==> config.mk <==
export PLATFORM = sky130hd
export DESIGN_NAME = seq_booth_multiplier
export DESIGN_NICKNAME = d
export VERILOG_FILES = /design/src/rtl/mult_pkg.sv /design/src/rtl/booth_step.sv /design/src/rtl/seq_booth_multiplier.sv
export SDC_FILE = /design/constraint.sdc
export NUM_CORES = 1
export LEC_CHECK = 0
export ABC_AREA = 1
export CAP_MARGIN = 10
export CORE_MARGIN = 4
export CORE_UTILIZATION = 45
export CTS_CLUSTER_DIAMETER = 150
export CTS_CLUSTER_SIZE = 16
export DETAILED_ROUTE_END_ITERATION = 7
export PLACE_DENSITY = 0.67
export SYNTH_ARGS = -nofsm -noshare
export SYNTH_HDL_FRONTEND = slang
export SYNTH_HIERARCHICAL = 1
export SYNTH_SLANG_ARGS = --single-unit
==> constraint.sdc <==
create_clock -name clock -period 6.9 [get_ports clock]
set_input_delay 0.69 -clock clock [delete_from_list [all_inputs] [get_ports clock]]
set_output_delay 0.69 -clock clock [all_outputs]
set_load 0.02 [all_outputs]
Run 1, routed metal, one colour a layer:
Drawn at 3 px/µm.
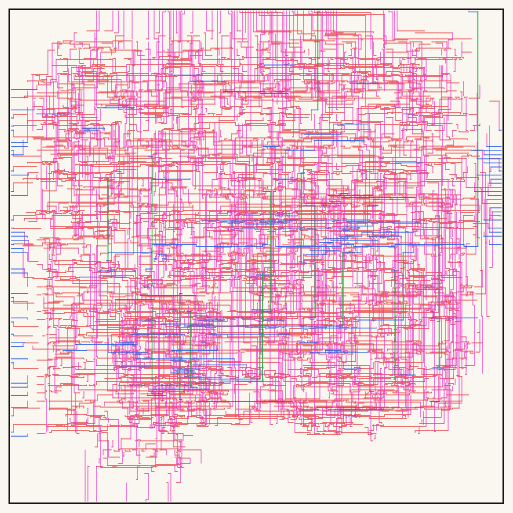
colour	layer	wire length
magenta	metal 2	15200 µm
red	metal 1	15400 µm
blue	metal 3	1720 µm
green	metal 4	632 µm
Wirelength per Cell: 15.5 µm
Vias: 11.0k

Run 1, the metal 4 layer:
Drawn at 3 px/µm. Supply wires on this layer in grey.
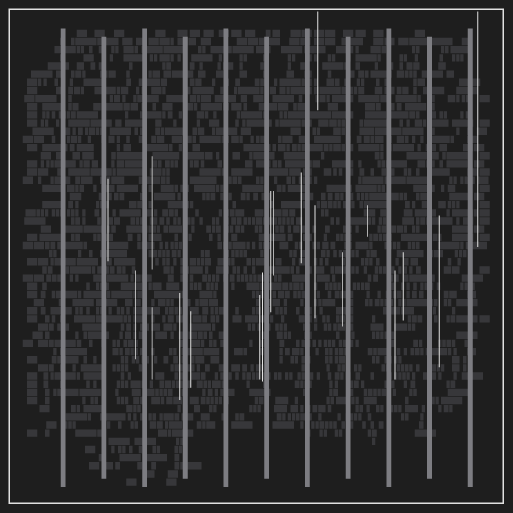
nets with wire on the layer	18
share of all routed wire	1.9%
final wirelength: 33000 µm

Run 1, cell density map:
Drawn at 2 px/µm. The die is cut into 16 by 16 equal tiles; white is low, dark blue is high, 0 to 100% covered.
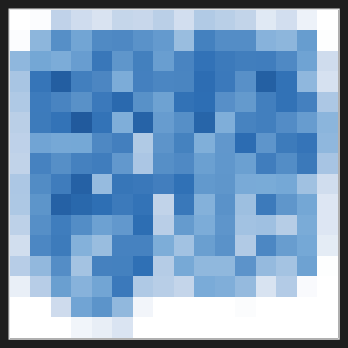
emptiest ninth of the die	lower right
mean over tiles	46%
fullest tile	83%
nearly empty tiles	12%
Core Util at FP: 0.462
core box area: 23800 µm²
Final Util: 0.534

Run 1, clock routing:
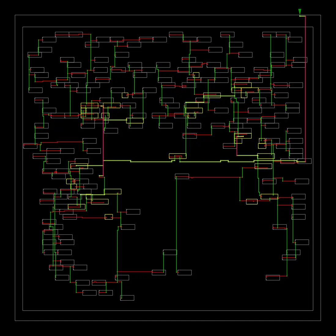
CTS Buf Count: 17
Late-Pin Clk Latency: 0.44 ns
Sinks on Clock Net: 172
FFs & Latches: 172
Worst Clk Skew: 0.0204 ns

==> impl_metrics.yaml, run 1 <==
# yosys + openroad results
setup_path:
  critPathLaunchType: "register"
  reg2reg_depth: 18
  cpLargestDelayFamily: "simple AND/OR/NAND/NOR gates"
  worst_path_most_repeated_cell: "nand2_1"
  crit_path_top_delay_cell: "clkinv_1"
  cp_max_fo: 27
  r2r_slack_ns: 2.84
  slowest_delay_ns: 0.63
  cp.depth: 18
  crit_type: "register to register"
synth:
  top_logic_kind: "simple AND/OR/NAND/NOR gates"
  ys_top_cells_by_area: "dfxtp_1, nand2_1, nor2_1"
  yosys_warnings: 6
  edf_count: 0
  yosysCellCount: 1747
  synth_cell_types: 41
  avgSynthCellArea_um2: 6.28
  syn_area_um2: 11000
  async_reset_ff_frac: 0
  ys_area_um2: 11000
  yosysTopAreaCell: "dfxtp_1"
  synth.top_cell.area_share: 0.314
  synth_flops: 172
  xor_share: 0.0279
  syn_inst: 1747
  synth.net_count: 1853
  common_cells: "nand2_1, nor2_1, dfxtp_1, inv_1, nand3_1"
grt:
  grt_pass1_vias: 10000
  grt-ovfl-total: 0
  antenna_found_initial: 0
  grt_max_degree: 101
timing:
  finalCriticalPeriod_ns: 4.06
  tns_ns: 0
  worstMarginPinSlew_ns: 0.994
  setup_viol_count_final: 0
  hold_ws_ns: 0.481
  timing.final.crit_share: 0.589
  rsz0062_at_grt: "false"
  max_slew_margin: 0.337
die:
  pin_count: 135
  die-area_um2: 27000
job:
  tool_warnings: 29
  cap_violations: 0
cells_and_area:
  layout.cells.most_common: "nand2_1"
  mostFrequentLayoutCells: "nand2_1, nor2_1, dfxtp_1"
  instances_no_fill: 2131
  antenna_cells: 0
run_status:
  status: "completed"
hold_path:
  hold_class: "register to register"
place:
  place_ws_ns: 2.97
  dpl.hpwl_um: 24300
  globalplace.congestion: 1.02
clock_tree:
  clk_pin_slew_ns: 0.08
  post_cts_hold_buffer_count: 0
  postCtsResizedCells: 0
  cts_root_buf: "clkbuf_16"
  post_cts_buffers: 0
  cts_tree: "built"
routing:
  ant_nets: 0
power_and_ir_drop:
  ir_drop_mv: 0.147
## run 1: final cells by class
type	instances	area, µm²
Clock buffer	18	439
Clock inverter	14	143
Fill cell	2436	11100
Inverter	170	643
Multi-Input combinational cell	1296	6210
Sequential cell	172	3440
Tap cell	319	399
Timing Repair Buffer	142	1400
## run 1: worst register-to-register path, cell delays in order (launching register included)
cell and delay [ns]:
dfxtp_1 0.37, ha_2 0.33, clkinv_1 0.63, nand2_2 0.37, o21ai_0 0.15, xor2_1 0.21, inv_1 0.12, ha_1 0.39
nand2_1 0.12, nor2_1 0.22, and3_1 0.24, nand3_1 0.15, nand2_1 0.10, nand2_1 0.05, nand3_1 0.07, nand2_1 0.12
nand3b_1 0.17, nand2_1 0.10, nor2_1 0.05
## run 1: kinds of logic (layout without fill, tap and decap cells)
kind of cell,after synthesis,after routing
flip-flops,172,172
adder cells (fa/ha/maj),37,37
buffers and inverters,279,344
XOR/XNOR,35,35
AND/OR/NAND/NOR,1058,1058
AND-OR/OR-AND,166,166
## run 1: stage by stage
stage	area, µm²	power, W	utilization
after global routing	12700	0.00302	0.534
after detailed placement	12100	0.00191	0.509
after global placement	12100	0.00190	0.509
after CTS	12700	0.00288	0.534
final	12700	0.00287	0.534
after floorplan	11000	0.00169	-
## run 1: where the power goes
group          internal [W]  leakage, nW  switching, W  total (W)
combinational      0.000277         4.05      0.000503   0.000781
sequential          0.00106         1.40     0.0000607    0.00112
clock              0.000494        0.282      0.000481   0.000975
## run 1: routing by layer
metal / vias to the layer above / part of all wire / global-route usage
li1: 5568 / - / -
met1: 4990 / 0.47 / 0.341
met2: 351 / 0.46 / 0.392
met3: 41 / 0.052 / 0.0329
met4: 0 / 0.019 / 0.0644
met5: - / 0 / 0
==> run 2: changes to the inputs <==
==> constraint.sdc (replaced) <==
create_clock -name clock -period 3.75 [get_ports clock]
set_input_delay 0.375 -clock clock [delete_from_list [all_inputs] [get_ports clock]]
set_output_delay 0.375 -clock clock [all_outputs]
set_load 0.02 [all_outputs]
Run 2, clock routing:
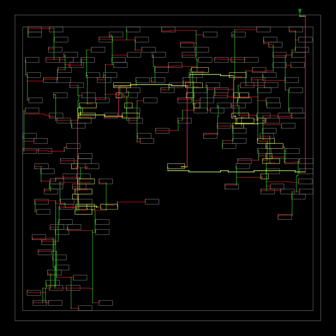
Clock Buffer Count: 18
Clk power: 0.00178 W
Worst Clk Skew: 0.0200 ns

Run 2, the metal 4 layer:
Drawn at 3 px/µm. Supply wires on this layer in grey.
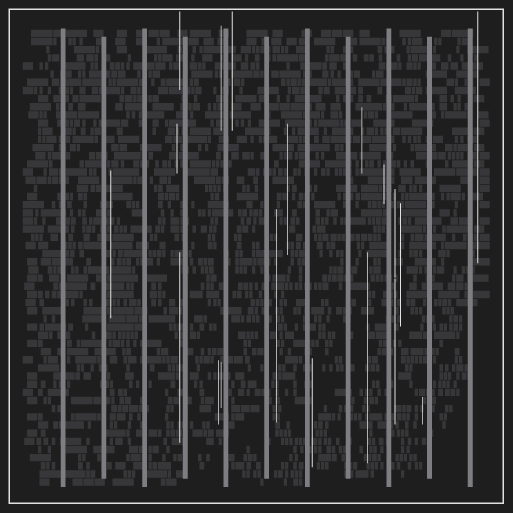
nets with wire on the layer	15
main direction	vertical
longest straight run	83.6 µm
wire length on this layer	730 µm
Vias: 11.1k
final wirelength: 35700 µm

==> impl_metrics.yaml, run 2 <==
# yosys + openroad results
power_and_ir_drop:
  ir_drop_mv: 0.242
  p_per_area_nw_per_um2: 416
  p_leak_nw: 5.82
  total_power_w: 0.00533
setup_path:
  crit_path_top_delay_cell: "ha_1"
  cp_max_fo: 22
  crit_type: "register to register"
  path_cells: "ha_1 > clkinv_1 > buf_4 > buf_4 > nand2_1 > nand2_1 > xor2_1 > ha_1 > nand2_1 > nor2_1 > and3_1 > nand3_1 > nand2_1 > nand2_1 > nand3_1 > nand2_1 > nand3b_1 > nand2_1 > nor2_1"
  required_ns: 4.08
  reg2reg_depth: 19
  cp-end-kind: "register"
  r2r_slack_ns: 0.26
  worst_path_most_repeated_cell: "nand2_1"
  critPathLaunchType: "register"
  slowest_delay_ns: 0.44
  crit_arrival_ns: 3.82
routing:
  ant_nets: 0
  vias_per_cell: 5.15
  first_pass_iters: 6
  route.detailed.drc: 0
  drt_iter0_drc: 956
  post_drt_wl_per_cell_um: 16.6
timing:
  hold_viol_final: 0
  setup_viol_count_final: 0
  hold_ws_ns: 0.472
  drv_slew: 0
  max_slew_margin: 0.296
  max_freq_mhz: 286
  tns_ns: 0
  worstMarginPinSlew_ns: 1.05
  post-route-worst-setup-slack_ns: 0.257
  finalCriticalPeriod_ns: 3.49
  rsz0062_at_grt: "true"
  timing.final.crit_share: 0.931
cells_and_area:
  area_delta_synth_final_pct: 16.8
  nets: 1920
  stdcell_area_um2: 12800
  drive_gt1_frac: 0.0597
  n_fill_cell: 2460
  utilization: 0.540
  layout.cells.most_common: "nand2_1"
  antenna_cells: 0
  mostFrequentLayoutCells: "nand2_1, nor2_1, dfxtp_1"
  instances_no_fill: 2146
grt:
  grt_pass1_wl_um: 55900
  grt_max_degree: 100
  grt-ovfl-total: 0
  track_usage: 0.263
  antenna_found_initial: 0
  grt_pass1_vias: 10200
synth:
  synth.net_count: 1853
  most_common_cell: "nand2_1"
  synth_cell_types: 41
  yosys_warnings: 6
  avgSynthCellArea_um2: 6.28
  yosysTopAreaCell: "dfxtp_1"
  yosysCellCount: 1747
  synth_flops: 172
  async_reset_ff_frac: 0
  synth.top_cell.area_share: 0.314
  ys_seq_share: 0.314
  edf_count: 0
  ys_area_um2: 11000
  synth-main-ff-cell: "dfxtp_1"
  syn_inst: 1747
  common_cells: "nand2_1, nor2_1, dfxtp_1, inv_1, nand3_1"
  syn_area_um2: 11000
  ys_top_cells_by_area: "dfxtp_1, nand2_1, nor2_1"
hold_path:
  hold_path_depth: 2
  hold_class: "register to register"
clock_tree:
  post_cts_buffers: 0
  cts_root_buf: "clkbuf_16"
  clk_pin_slew_ns: 0.07
  cts_buffers: 17
  numClockSinks: 172
  htree_levels: 4
  insertion_delay_ns: 0.44
  clock_path_buffers: 2
  cts_tree: "built"
place:
  dpl.hpwl_um: 27100
  numPortBuffers: 134
  place_ws_ns: 0.254
  globalplace.congestion: 0.935
  dp_cells: 2114
  dpl_cell_area_um2: 12200
die:
  fp_util: 0.462
  die-area_um2: 27000
  die_h_um: 164
  fp.coreArea_um2: 23800
  pin_count: 135
  rows: 56
  die_w_um: 164
job:
  tool_warnings: 28
  cap_violations: 0
run_status:
  status: "completed"
[run 2: cell types whose count changed in the layout (fill, tap and decap cells not counted), sizes merged]
cell      change
clkinvlp      -1
clkinv        +4
inv           -3
buf          +15
[run 2: cell families (layout without fill, tap and decap cells)]
kind of cell | Yosys count | count (layout) | synth area share
AND-OR/OR-AND | 166 | 166 | 0.0821
flip-flops | 172 | 172 | 0.314
XOR/XNOR | 35 | 35 | 0.0279
adder cells (fa/ha/maj) | 37 | 37 | 0.0429
AND/OR/NAND/NOR | 1058 | 1058 | 0.412
buffers and inverters | 279 | 359 | 0.121
[run 2: power breakdown]
group	leakage, nW	switching, W	total, W	internal [W]
registers	1.40	0.000100	0.00204	0.00194
logic	4.13	0.000973	0.00151	0.000535
clock network	0.286	0.000871	0.00178	0.000908
total	5.82	0.00194	0.00533	0.00339
[run 2: worst max-delay path, delay by kind of cell (launching register included)]
kind	cells	cell delay, ns
XOR/XNOR	1	0.17
AND/OR/NAND/NOR	13	1.61
adder cells (fa/ha/maj)	2	0.66
buffers and inverters	3	0.52
flip-flops	1	0.41
[run 2: layer usage]
layer  routed length [µm]  share of wire  global-route usage
met1                16600           0.46               0.362
met2                16800           0.47               0.438
met3                 1600          0.045              0.0291
met4                  730          0.020              0.0732
met5                    0              0                   0
[run 2: area by class of cell]
class,count,area (µm²),share of cell area
flip-flops and latches,172,3440,0.269
well taps,319,399,0.0311
inverters,170,643,0.0502
repair buffers,157,1520,0.119
clock inverters,14,149,0.0116
multi-input cells,1296,6230,0.486
clock buffers,18,439,0.0343
[run 2: what timing repair did]
action / in CTS / in global routing
hold buffers: 0 / 0
setup endpoints to repair: 0 / 4
resized: 0 / 4
hold endpoints to repair: 0 / 0
Power figures rest on the tool's default switching activity, not on a simulated workload.
